$ cat src/rtl/registro_jogada.sv
// Shot register for a 3x3 battleship-style game: captures a confirmed coordinate,
// classifies it as hit / miss / repeat, keeps shot and hit tallies and detects game end.
module registro_jogada #(
   parameter int MAX_TIROS    = 6,
   parameter int EXIBE_CICLOS = 8
) (
   input  logic       clk,
   input  logic       rst_n,
   input  logic       confirma,
   input  logic       s1,
   input  logic       s2,
   input  logic [2:0] linha,
   input  logic [2:0] coluna,
   input  logic [8:0] alvo,
   output logic [8:0] mapa_tiros,
   output logic       acerto,
   output logic       agua,
   output logic       repetido,
   output logic [3:0] tiros,
   output logic [3:0] acertos,
   output logic       ocupado,
   output logic       fim_jogo,
   output logic       vitoria
);

   typedef enum logic [1:0] {
      IDLE   = 2'd0,
      AVALIA = 2'd1,
      EXIBE  = 2'd2,
      FIM    = 2'd3
   } estado_t;

   localparam logic [3:0] MAX_T      = 4'(MAX_TIROS);
   localparam logic [3:0] CONTA_MAX  = 4'd9;
   localparam logic [7:0] EXIBE_ULT  = 8'(EXIBE_CICLOS - 1);

   estado_t    estado_q, estado_d;
   logic [2:0] sync_q, sync_d;
   logic [3:0] idx_q, idx_d;
   logic [8:0] mapa_q, mapa_d;
   logic [3:0] tiros_q, tiros_d;
   logic [3:0] acertos_q, acertos_d;
   logic [7:0] cnt_q, cnt_d;
   logic       acerto_q, acerto_d;
   logic       agua_q, agua_d;
   logic       repetido_q, repetido_d;
   logic       vitoria_q, vitoria_d;

   logic       press;
   logic       coord_ok;
   logic       acertou_tudo;
   logic [3:0] idx_novo;
   logic [3:0] total_alvos;

   function automatic logic um_quente(input logic [2:0] v);
      return (v == 3'b001) || (v == 3'b010) || (v == 3'b100);
   endfunction

   function automatic logic [3:0] codifica(input logic [2:0] v);
      logic [3:0] r;
      r = 4'd0;
      if (v[1]) r = 4'd1;
      if (v[2]) r = 4'd2;
      return r;
   endfunction

   function automatic logic [3:0] popcount9(input logic [8:0] v);
      logic [3:0] n;
      n = 4'd0;
      for (int i = 0; i < 9; i++) begin
         n = n + {3'd0, v[i]};
      end
      return n;
   endfunction

   // Stage 0 and 1 synchronise the button; stage 2 remembers the previous level.
   assign sync_d       = {sync_q[1:0], confirma};
   assign press        = sync_q[1] & ~sync_q[2];

   assign coord_ok     = um_quente(linha) && um_quente(coluna);
   assign idx_novo     = (codifica(linha) << 1) + codifica(linha) + codifica(coluna);
   assign total_alvos  = popcount9(alvo);
   assign acertou_tudo = (alvo != 9'd0) && (acertos_q == total_alvos);

   always_comb begin
      estado_d   = estado_q;
      idx_d      = idx_q;
      mapa_d     = mapa_q;
      tiros_d    = tiros_q;
      acertos_d  = acertos_q;
      cnt_d      = cnt_q;
      acerto_d   = acerto_q;
      agua_d     = agua_q;
      repetido_d = repetido_q;
      vitoria_d  = vitoria_q;

      case (estado_q)
         IDLE: begin
            if (press) begin
               if (s2) begin
                  mapa_d     = 9'd0;
                  tiros_d    = 4'd0;
                  acertos_d  = 4'd0;
                  acerto_d   = 1'b0;
                  agua_d     = 1'b0;
                  repetido_d = 1'b0;
                  vitoria_d  = 1'b0;
               end else if (s1 && coord_ok) begin
                  idx_d    = idx_novo;
                  estado_d = AVALIA;
               end
            end
         end

         AVALIA: begin
            cnt_d    = EXIBE_ULT;
            estado_d = EXIBE;
            if (mapa_q[idx_q]) begin
               repetido_d = 1'b1;
            end else begin
               mapa_d[idx_q] = 1'b1;
               if (tiros_q < CONTA_MAX) tiros_d = tiros_q + 4'd1;
               if (alvo[idx_q]) begin
                  acerto_d = 1'b1;
                  if (acertos_q < CONTA_MAX) acertos_d = acertos_q + 4'd1;
               end else begin
                  agua_d = 1'b1;
               end
            end
         end

         EXIBE: begin
            if (cnt_q == 8'd0) begin
               acerto_d   = 1'b0;
               agua_d     = 1'b0;
               repetido_d = 1'b0;
               // A win takes precedence when the last shot both hits and exhausts the limit.
               if (acertou_tudo || (tiros_q == MAX_T)) begin
                  vitoria_d = acertou_tudo;
                  estado_d  = FIM;
               end else begin
                  estado_d = IDLE;
               end
            end else begin
               cnt_d = cnt_q - 8'd1;
            end
         end

         FIM: begin
            if (press && s2) begin
               mapa_d     = 9'd0;
               tiros_d    = 4'd0;
               acertos_d  = 4'd0;
               acerto_d   = 1'b0;
               agua_d     = 1'b0;
               repetido_d = 1'b0;
               vitoria_d  = 1'b0;
               estado_d   = IDLE;
            end
         end

         default: estado_d = IDLE;
      endcase
   end

   always_ff @(posedge clk or negedge rst_n) begin
      if (!rst_n) begin
         estado_q   <= IDLE;
         sync_q     <= 3'd0;
         idx_q      <= 4'd0;
         mapa_q     <= 9'd0;
         tiros_q    <= 4'd0;
         acertos_q  <= 4'd0;
         cnt_q      <= 8'd0;
         acerto_q   <= 1'b0;
         agua_q     <= 1'b0;
         repetido_q <= 1'b0;
         vitoria_q  <= 1'b0;
      end else begin
         estado_q   <= estado_d;
         sync_q     <= sync_d;
         idx_q      <= idx_d;
         mapa_q     <= mapa_d;
         tiros_q    <= tiros_d;
         acertos_q  <= acertos_d;
         cnt_q      <= cnt_d;
         acerto_q   <= acerto_d;
         agua_q     <= agua_d;
         repetido_q <= repetido_d;
         vitoria_q  <= vitoria_d;
      end
   end

   assign mapa_tiros = mapa_q;
   assign tiros      = tiros_q;
   assign acertos    = acertos_q;
   assign acerto     = acerto_q;
   assign agua       = agua_q;
   assign repetido   = repetido_q;
   assign vitoria    = vitoria_q;
   assign ocupado    = (estado_q == AVALIA) || (estado_q == EXIBE);
   assign fim_jogo   = (estado_q == FIM);

endmodule

$ cat config.mk
export PLATFORM = sky130hd
export DESIGN_NAME = registro_jogada
export DESIGN_NICKNAME = d
export VERILOG_FILES = /design/src/rtl/registro_jogada.sv
export SDC_FILE = /design/constraint.sdc
export NUM_CORES = 1
export LEC_CHECK = 0
export CORE_MARGIN = 2
export CORE_UTILIZATION = 45
export CTS_BUF_LIST = sky130_fd_sc_hd__clkbuf_4
export CTS_CLUSTER_DIAMETER = 150
export CTS_CLUSTER_SIZE = 8
export DETAILED_ROUTE_END_ITERATION = 7
export MAX_ROUTING_LAYER = met4
export PLACE_DENSITY = 0.72
export SYNTH_ARGS = -nofsm -noshare
export SYNTH_HDL_FRONTEND = slang
export SYNTH_SLANG_ARGS = --single-unit
$ cat constraint.sdc
create_clock -name clk -period 5.9 [get_ports clk]
set_input_delay 0.59 -clock clk [delete_from_list [all_inputs] [get_ports clk]]
set_output_delay 0.59 -clock clk [all_outputs]
set_load 0.03 [all_outputs]
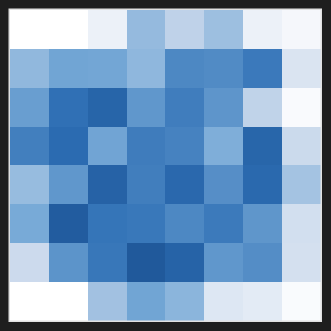
Figure 1: run 1, placement density heat map.
Drawn at 4 px/um. 8 x 8 tiles, from white (low) to dark blue (high), 0 to 100% covered.
tiles over 75% full: 14%
mean over tiles: 48%
fullest tile: 84%
nearly empty tiles: 6.2%
Core Footprint: 0.00517 sq mm
floorplan core density: 47.2%
Layout Utilization: 57.1%

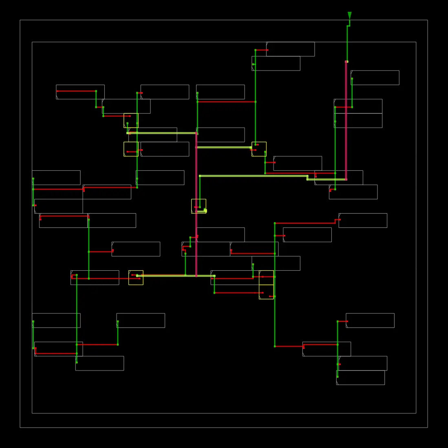
Figure 2: run 1, the clock network.
Clock net power: 0.000136 W
cts bufs inserted: 5
worst skew pair latency: 0.34 ns

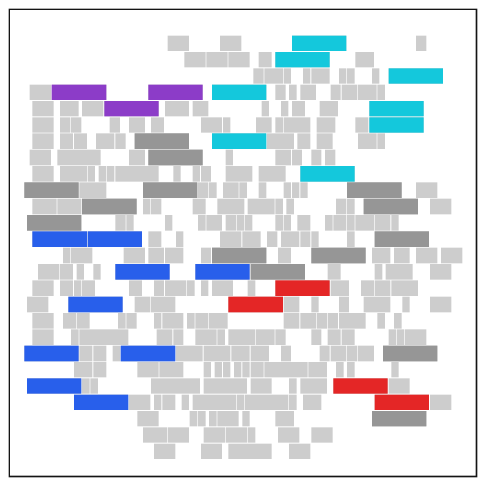
Figure 3: run 1, sequential cells grouped by signal name.
Drawn at 6 px/um.
legend:
  blue:
    signal: mapa_tiros
    placed_flops: 9
  cyan:
    signal: cnt_q
    placed_flops: 8
  red:
    signal: acertos
    placed_flops: 4
  purple:
    signal: sync_q
    placed_flops: 3
not coloured: 14
seq pwr: 0.000415 W
Register Area: 951 sq um

==> impl_metrics.yaml, run 1 <==
# flow metrics
cts:
  cts.sinks: 38
  cts_hold_buffers: 0
  cts_setup_buffers: 0
  clockBufferDepth: 2
  cts_resized: 0
  htreeDepth: 2
  path_clk_slew_ns: 0.11
  cts-root-buf: "clkbuf_4"
route:
  routed.top_layer: "met4"
  drt.antenna.violating_nets: 0
  wl_met1_um: 2320
  firstDrtPassIters: 4
  drc_errors: 0
  routed-via-count: 1968
  wl_um: 5000
timing:
  period_needed_ns: 4.14
  max_clock_freq_mhz: 242
  finalSetupTns_ns: 0
  worstMarginPinSlew_ns: 0.846
  drv_slew: 0
  finalHoldViolCount: 0
  min_period_over_period_pct: 70.1
  fin_ws_ns: 1.76
  rsz0062_at_grt: "no"
  setup_viol: 0
  fin_hold_ws_ns: 0.345
finish:
  clock_area_share_pct: 1.78
  nets: 343
  dominant_cells: "logic gates"
  mi_logic_area_sq_mm: 0.00133
  drive_above_1_share_pct: 4.67
  seq_area_share_pct: 32.2
  final_cell_mix: "clkdlybuf4s50_1 (41), dfrtp_1 (38), inv_1 (31)"
  fillers: 473
  nonClkBufAreaFrac_pct: 14.1
  stdcell_count: 370
  sh_comb_area_pct: 45.1
  largest_reg_flops: 9
  mostFrequentLayoutCell: "clkdlybuf4s50_1"
  n_all_buffers: 42
  syn_to_final_growth_pct: 21.1
pwr:
  pwr-share-seq_pct: 32.7
  leakage_nw: 1.34
  power.switching_w: 0.000593
  pwr-share-clk_pct: 10.7
  powerDensity_mw_per_mm2: 429
  fin_total_pwr_w: 0.00127
  pg_comb_w: 0.000717
  power_frac_comb_pct: 56.5
synth:
  yosys_cells: 257
  top_cell_area_share_pct: 39.0
  yosysMostFrequentCell: "dfrtp_1"
  synthArstFlopShare_pct: 100
  ys_chip_area_sq_mm: 0.00244
  ff_type: "dfrtp_1"
  synth_cells: 257
  avgSynthCellArea_sq_um: 9.49
  yosys-top-cells-count: "dfrtp_1 (38), inv_1 (31), nor2_1 (29), nand2_1 (21), ha_1 (16)"
  synth-edff-count: 0
  yosysSeqAreaShare_pct: 39.0
  yosys_warnings: 0
  synth_flops: 38
  synth.cell_area_sq_mm: 0.00244
  top_cells_by_area: "dfrtp_1 (39%), ha_1 (8.2%), fa_1 (5.7%), inv_1 (4.8%), nor2_1 (4.5%)"
  synthMuxAreaShare_pct: 5.38
  yosysTopAreaCell: "dfrtp_1"
  logic_family: "simple AND/OR/NAND/NOR gates"
  xor_area_share_pct: 3.95
  ys_sh_adder_pct: 13.9
setup_path:
  cp.depth: 14
  cp_max_fo: 2
  cpMostUsedCell: "fa_1"
  path_buffers: 3
  crit_type: "in -> reg"
  cp-endpoint: "estado_q[1]"
  crit_family: "adder cells"
  path_cells: "clkdlybuf4s50_1, inv_1, fa_1, fa_1, fa_1, fa_1, inv_1, fa_1, xnor2_1, nand2_1, a41oi_1, nand3_1, a21oi_1, a2bb2oi_1"
  worstRegToRegCells: 6
  cp_data_arrival_time_ns: 4.41
  crit_required_ns: 6.17
die:
  nWellTaps: 70
  dieHeight_um: 77.6
  die_w_um: 77.6
run_status:
  status: "finished, final reports clean"
hold_path:
  min_path_type: "in -> async"
global_routing:
  grt_util_met2_pct: 29.9
  grt_max_degree: 39
placement:
  placedInstanceArea_sq_mm: 0.00290
  dp_cells: 363
  io_buffers: 42
  dp_hpwl_um: 3940
flow_run:
  tool_warnings: 34
  drv_cap: 0
Figure 4. Wiring by layer (run 1).
Drawn at 6 px/um.
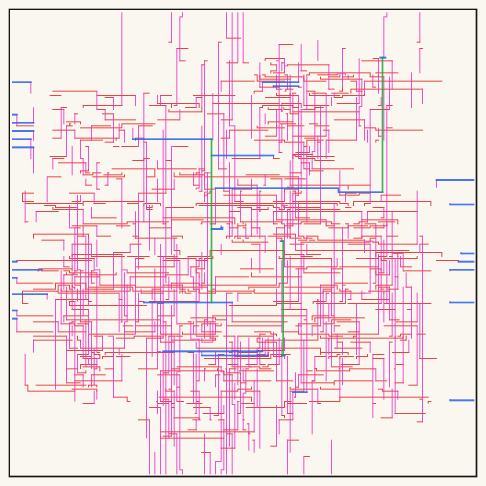

==> run 2: changes to the inputs <==
--- a/config.mk
+++ b/config.mk
@@ -12,7 +12,7 @@
 export CTS_CLUSTER_SIZE = 8
 export DETAILED_ROUTE_END_ITERATION = 7
 export MAX_ROUTING_LAYER = met4
-export PLACE_DENSITY = 0.72
+export PLACE_DENSITY = 0.75
 export SYNTH_ARGS = -nofsm -noshare
 export SYNTH_HDL_FRONTEND = slang
 export SYNTH_SLANG_ARGS = --single-unit
==> constraint.sdc (replaced) <==
create_clock -name clk -period 3.3 [get_ports clk]
set_input_delay 0.33 -clock clk [delete_from_list [all_inputs] [get_ports clk]]
set_output_delay 0.33 -clock clk [all_outputs]
set_load 0.03 [all_outputs]
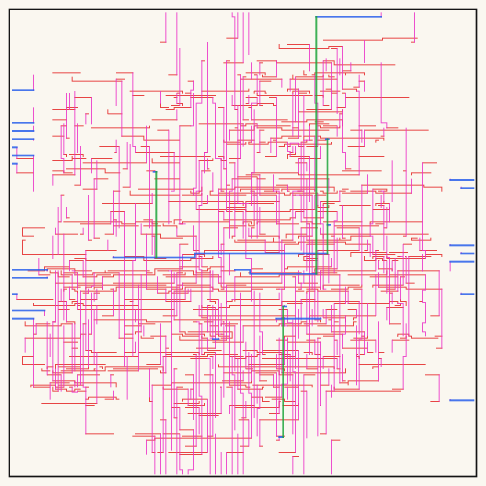
Figure 5: run 2, wiring by layer.
Drawn at 6 px/um.
legend:
  red:
    layer: metal 1
    wire_length: 2,440 um
  blue:
    layer: metal 3
    wire_length: 132 um
  magenta:
    layer: metal 2
    wire_length: 2,590 um
  green:
    layer: metal 4
    wire_length: 97.9 um
WL final: 5260 um
GRT Total Usage: 19.6%

==> run 2 against run 1 <==
Net effect: combinational power grew 85%; setup slack lost 1.7 ns; non-clock buffer count grew 7; clock-buffer cell count shrank 2; largest cell class unchanged.
==> impl_metrics.yaml, run 2 <==
# flow metrics
pwr:
  fin_total_pwr_w: 0.00240
  seq_power_w: 0.000742
  ir_drop_mv: 0.524
  leakage_nw: 1.39
  power.internal_w: 0.00129
  pwr-share-seq_pct: 31.0
  power.switching_w: 0.00111
  pwr-share-clk_pct: 13.5
  power_frac_comb_pct: 55.6
  powerDensity_mw_per_mm2: 774
  pg_comb_w: 0.00133
synth:
  top_cell_area_share_pct: 39.0
  synth_cells: 257
  compound_area_share_pct: 12.5
  synthMuxAreaShare_pct: 5.38
  xor_area_share_pct: 3.95
  ys_chip_area_sq_mm: 0.00244
  yosysTopAreaCell: "dfrtp_1"
  logic_family: "simple AND/OR/NAND/NOR gates"
  synth-edff-count: 0
  yosysSeqAreaShare_pct: 39.0
  top_cells_by_area: "dfrtp_1 (39%), ha_1 (8.2%), fa_1 (5.7%), inv_1 (4.8%), nor2_1 (4.5%)"
  yosysMostFrequentCell: "dfrtp_1"
  yosys-top-cells-count: "dfrtp_1 (38), inv_1 (31), nor2_1 (29), nand2_1 (21), ha_1 (16)"
  ys_sh_adder_pct: 13.9
  yosys_warnings: 0
  synth.cell_area_sq_mm: 0.00244
  yosys_cells: 257
  synthArstFlopShare_pct: 100
  synth_flops: 38
  ff_type: "dfrtp_1"
  avgSynthCellArea_sq_um: 9.49
die:
  dieHeight_um: 77.6
  fp_util_pct: 47.2
  coreArea_sq_mm: 0.00517
  rows: 26
  die_area_sq_mm: 0.00603
  io_pins: 43
  die_w_um: 77.6
  nWellTaps: 70
placement:
  io_buffers: 42
  pre_cts_ws_ns: -0.918
  dp_cells: 370
  dp_hpwl_um: 4050
  placedInstanceArea_sq_mm: 0.00297
finish:
  nets: 350
  largest_reg_flops: 9
  fin_area_sq_mm: 0.00310
  n_all_buffers: 49
  seq_area_share_pct: 30.7
  clkbuf_count: 5
  regArea_sq_um: 951
  stdcell_count: 378
  mi_logic_area_sq_mm: 0.00137
  clock_area_share_pct: 2.67
  fillers: 442
  final_cell_mix: "dfrtp_1 (38), clkdlybuf4s50_1 (38), nor2_1 (29)"
  fin_util_pct: 59.9
  nonClkBufAreaFrac_pct: 15.5
  dominant_cells: "logic gates"
  drive_above_1_share_pct: 11.0
  sh_comb_area_pct: 44.1
  logic_gates: 182
  syn_to_final_growth_pct: 26.9
flow_run:
  tool_warnings: 37
  drv_cap: 0
route:
  drc_errors: 0
  drt.antenna.violating_nets: 0
  routed.top_layer: "met4"
  wl_met1_um: 2440
  dr_wl_met3_um: 132
  routed-via-count: 1985
  firstDrtPassIters: 4
  dr.first_iter.drc_count: 87
  wl_per_cell_um: 13.9
cts:
  cts_tree: "built"
  cts-root-buf: "clkbuf_4"
  cts_setup_buffers: 0
  cts_buffers: 5
  htreeDepth: 2
  path_clk_slew_ns: 0.12
  cts_hold_buffers: 0
  clockBufferDepth: 2
  cts_resized: 16
timing:
  fin_hold_ws_ns: 0.0708
  rsz0062_at_grt: "yes"
  setup_viol: 0
  max_clock_freq_mhz: 305
  min_period_over_period_pct: 99.3
  finalSetupTns_ns: 0
  drv_slew: 0
  skew_ns: 0.00754
  period_needed_ns: 3.28
  worstMarginPinSlew_ns: 0.853
  fin_ws_ns: 0.0221
  finalHoldViolCount: 0
setup_path:
  rr_endpoint: "tiros[0]"
  cp_max_fo: 2
  cp_data_arrival_time_ns: 3.56
  crit_family: "adder cells"
  crit_type: "in -> reg"
  worstRegToRegCells: 6
  cpMostUsedCell: "fa_1"
  crit_required_ns: 3.58
  path_cells: "buf_8, inv_4, fa_1, fa_1, fa_1, fa_2, inv_2, fa_1, xnor2_1, nand2_1, a41oi_2, nand3_2, a21oi_4, a2bb2oi_2"
  path_buffers: 3
  cp.depth: 14
  cp-endpoint: "estado_q[1]"
  startpoint_type: "input port"
run_status:
  status: "finished, final reports clean"
hold_path:
  min_path_type: "in -> async"
global_routing:
  met3_usage_pct: 2.91
  grt.busiest_layer: "met2"
  grt_util_met2_pct: 32.2
  grt_util_met1_pct: 24.4
  grt_pass1_vias: 2003
  grt_max_degree: 39
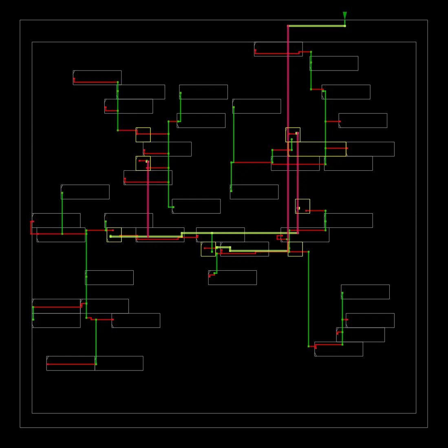
Figure 6: run 2, the clock network.
Clock net power: 0.000323 W
worst skew pair latency: 0.35 ns
Flops: 38
clock sinks: 38

Figure 7. Placement density heat map (run 2).
Drawn at 4 px/um. 8 x 8 tiles, from white (low) to dark blue (high), 0 to 100% covered.
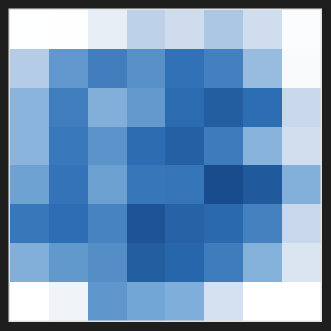

==> run 3: changes to the inputs <==
--- a/config.mk
+++ b/config.mk
@@ -7,7 +7,6 @@
 export LEC_CHECK = 0
 export CORE_MARGIN = 2
 export CORE_UTILIZATION = 45
-export CTS_BUF_LIST = sky130_fd_sc_hd__clkbuf_4
 export CTS_CLUSTER_DIAMETER = 150
 export CTS_CLUSTER_SIZE = 8
 export DETAILED_ROUTE_END_ITERATION = 7
==> constraint.sdc (replaced) <==
create_clock -name clk -period 3.3 [get_ports clk]
set_input_delay 0.825 -clock clk [delete_from_list [all_inputs] [get_ports clk]]
set_output_delay 0.825 -clock clk [all_outputs]
set_load 0.03 [all_outputs]
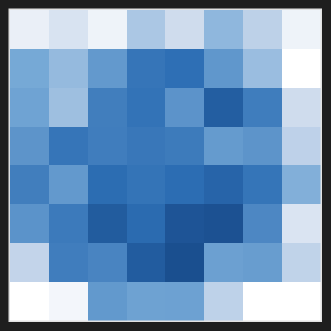
Figure 8: run 3, placement density heat map.
Drawn at 4 px/um. 8 x 8 tiles, from white (low) to dark blue (high), 0 to 100% covered.
Layout Utilization: 61.1%

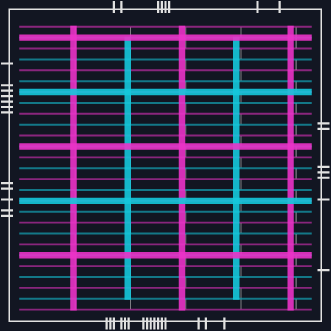
Figure 9: run 3, floorplan with the power grid.
Drawn at 4 px/um. Pins as bars on the die edge. Tap cells in grey.
legend:
  cyan:
    net: VDD
  magenta:
    net: VSS
rows: 26
met1 rails: 27
signal pins: 43
met5 straps: 5
tap cells: 70
overall die width: 77.6 um
VDD IR max: 0.607 mV
die height: 77.6 um

==> run 3 against run 2 <==
Net effect: largest cell class unchanged; synthesized cell count unchanged; critical endpoint is now estado_q[0]; register-to-register slack better by 0.21 ns; design area up 2.1%; the run now ends with setup timing left.
==> impl_metrics.yaml, run 3 <==
# flow metrics
cts:
  cts_buffers: 5
  cts-root-buf: "clkbuf_8"
  cts.sinks: 38
  cts_resized: 16
  insertion_delay_ns: 0.29
  cts_tree: "built"
  cts_hold_buffers: 0
  cts_setup_buffers: 1
  htreeDepth: 2
die:
  coreArea_sq_mm: 0.00517
  die_area_sq_mm: 0.00603
timing:
  period_needed_ns: 3.81
  fin_hold_ws_ns: 0.355
  setup_viol: 3
  max_clock_freq_mhz: 262
  skew_ns: 0.00250
  drv_slew: 0
  min_period_over_period_pct: 116
  worstMarginPinSlew_ns: 0.851
  fin_ws_ns: -0.514
  finalSetupTns_ns: -1.50
route:
  drt.antenna.violating_nets: 0
  wl_met1_um: 2500
  routed.top_layer: "met4"
  dr_wl_met3_um: 149
  wl_um: 5330
  routed-via-count: 2010
  drc_errors: 0
  dr.first_iter.drc_count: 117
finish:
  clock_area_share_pct: 2.89
  logic_gates: 182
  fin_area_sq_mm: 0.00316
  stdcell_count: 386
  n_sequential_cell: 38
  mi_logic_area_sq_mm: 0.00137
  regArea_sq_um: 951
  clkbuf_count: 7
setup_path:
  cp_data_arrival_time_ns: 4.05
  path_buffers: 3
  worstRegToRegCells: 7
  crit_family: "adder cells"
  cp-endpoint: "estado_q[0]"
  cp_max_fo: 2
  cpMostUsedCell: "fa_1"
global_routing:
  grt_max_degree: 39
  grt_pass1_vias: 2028
  grt_util_met2_pct: 32.2
synth:
  xor_area_share_pct: 3.95
  yosys-top-cells-count: "dfrtp_1 (38), inv_1 (31), nor2_1 (29), nand2_1 (21), ha_1 (16)"
  yosysMostFrequentCell: "dfrtp_1"
  top_cells_by_area: "dfrtp_1 (39%), ha_1 (8.2%), fa_1 (5.7%), inv_1 (4.8%), nor2_1 (4.5%)"
  synth-edff-count: 0
  ff_type: "dfrtp_1"
  ys_chip_area_sq_mm: 0.00244
  yosysTopAreaCell: "dfrtp_1"
  avgSynthCellArea_sq_um: 9.49
  synthMuxAreaShare_pct: 5.38
  synth_cells: 257
  synth_flops: 38
run_status:
  status: "finished with violations"
  violations: "setup timing"
pwr:
  pg_comb_w: 0.00138
  powerClk_w: 0.000330
  seq_power_w: 0.000743
  power.switching_w: 0.00112
  power_frac_comb_pct: 56.3
placement:
  placedInstanceArea_sq_mm: 0.00303
  dp_cells: 377
flow_run:
  drv_cap: 0
hold_path:
  min_path_type: "reg -> reg"
Power is estimated from default activity; no workload was simulated.
